Design sar_search_ctrl, sky130hd; sources not shown.
m1.png
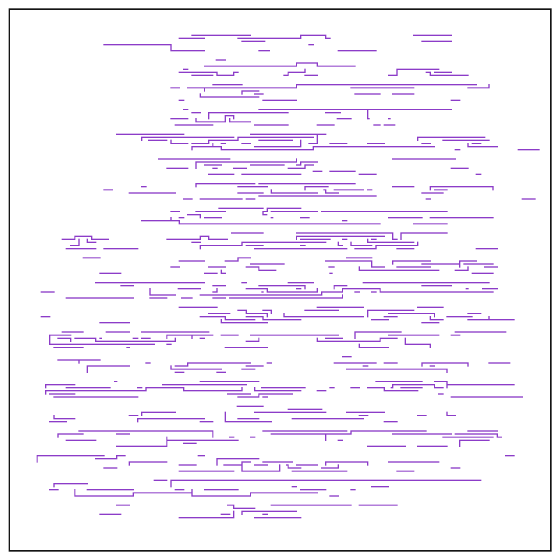
nets with wire on the layer = 165
share of all routed wire = 43%
main direction = horizontal
longest straight run = 34.0 µm
wire length on this layer = 1,550 µm
WL final: 3.586 mm
met1 capacity usage during global routing: 28.69%
Via Count: 1,125

util_map.png
12 x 12 tiles, from white (low) to dark blue (high), 0 to 100% covered.
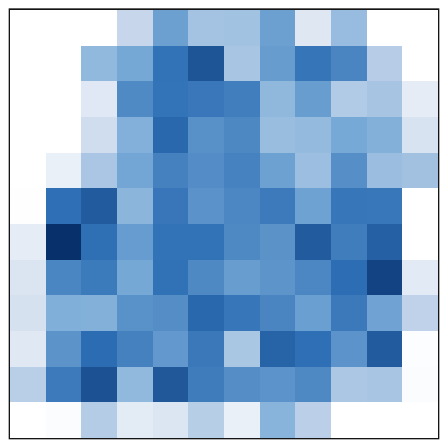
nearly empty tiles = 15%
emptiest ninth of the die = top left
densest ninth of the die = middle
fp_density: 47.39%
total core area: 0.002978 mm²

==> results.txt <==
Main metrics from the flow reports.

The TritonCTS clock tree is done. The number of placed cells counting well taps came out at 191. The quantity of I/O buffers inserted on ports came out at 16. The via count of the first global-routing pass was 1,201. The maximum frequency from static timing analysis came out at 264.6 MHz. The warning total across the stage logs is 32. Looking at the critical path, the highest net fanout was 9. The per-cell routed wire length is 18.39 µm. The number of placed I/O pins is 17. The cell count after synthesis is 145.

The mapped netlist covers 0.001411 mm². On the final layout, the worst clock skew is 0.01278 ns. The count of endpoints failing setup in the final report is 0. Yosys instantiated no cell more often than sky130_fd_sc_hd__dfrtp_1. Setup repair after global routing left no endpoint under its margin.

The depth of the worst register-to-register path came out at 10. The sum of net half-perimeters after detailed placement is 2.715 mm. The number of antenna violations at the first check in global routing is 0.

The worst relative slew slack is 35.44%. The total count of hold-check failures in the final report came out at 0. The distinct cell type count after synthesis came out at 40.

The run finished with clean final reports.
-- per-stage QoR --
step	worst slack [ns]	power (mW)	hold WS (ns)	cell area, µm²
finish	0.7212	0.5940	0.4969	1628
global placement	0.5637	0.4826	0.4579	1600
floorplan	1.152	0.4126	0.1544	1411
detailed placement	0.4387	0.4999	0.4709	1600
CTS	0.7358	0.6003	0.5022	1628
global route	0.5868	0.6265	0.5357	1628
-- report_power, final --
| part | switching [mW] | total, mW | internal [mW] |
|---|---|---|---|
| Sequential | 0.0271 | 0.243 | 0.216 |
| Clock | 0.0643 | 0.0977 | 0.0333 |
| Combinational | 0.168 | 0.253 | 0.0853 |
-- per-layer routing --
| metal | part of all wire, % | vias up |
|---|---|---|
| met5 | 0 | - |
| met4 | 1.6 | 0 |
| met3 | 2.6 | 7 |
| met2 | 52 | 18 |
| li1 | - | 537 |
| met1 | 43 | 563 |
-- logic make-up (layout without fill, tap and decap cells) --
group / Yosys count / count (layout) / share of synthesized area (%)
adder cells (fa/ha/maj): 13 / 13 / 12.06
AND/OR/NAND/NOR: 47 / 47 / 17.38
AND-OR/OR-AND: 33 / 33 / 16.93
buffers and inverters: 15 / 32 / 4.078
XOR/XNOR: 5 / 5 / 3.103
multiplexers: 11 / 11 / 8.865
flip-flops: 21 / 21 / 37.59
-- critical path, cell delays in order --
cell and delay [ns]:
sky130_fd_sc_hd__clkdlybuf4s50_1 0.50, sky130_fd_sc_hd__or3b_1 0.45, sky130_fd_sc_hd__a31o_2 0.31, sky130_fd_sc_hd__o21ai_0 0.41, sky130_fd_sc_hd__ha_1 0.35, sky130_fd_sc_hd__nor2b_1 0.14, sky130_fd_sc_hd__o211ai_1 0.21, sky130_fd_sc_hd__nand3_1 0.24
sky130_fd_sc_hd__nor3_4 0.57, sky130_fd_sc_hd__mux2_4 0.35
-- final cells by class --
cell class | instances | area [µm²]
Multi-Input combinational cell | 109 | 823.3
Timing Repair Buffer | 16 | 160.2
Tap cell | 33 | 41.29
Clock inverter | 1 | 5.005
Fill cell | 346 | 1350
Clock buffer | 3 | 22.52
Sequential cell | 21 | 530.5
Inverter | 12 | 45.04
-- layout by cell type, fill, tap and decap left out, drive strengths merged, types with 2 or more instances in the layout --
cell	count
nand2	15
mux2	3
a21o	2
mux2i	8
inv	12
nor2	13
nand2b	5
clkdlybuf4s50	16
a21oi	5
or3b	2
clkbuf	3
o31ai	3
xor2	3
nand3	2
o21ai	10
nor2b	4
nor3b	2
dfrtp	17
o2bb2ai	3
nor3	2
ha	12
dfstp	4
xnor2	2
Power and IR drop assume default switching activity.
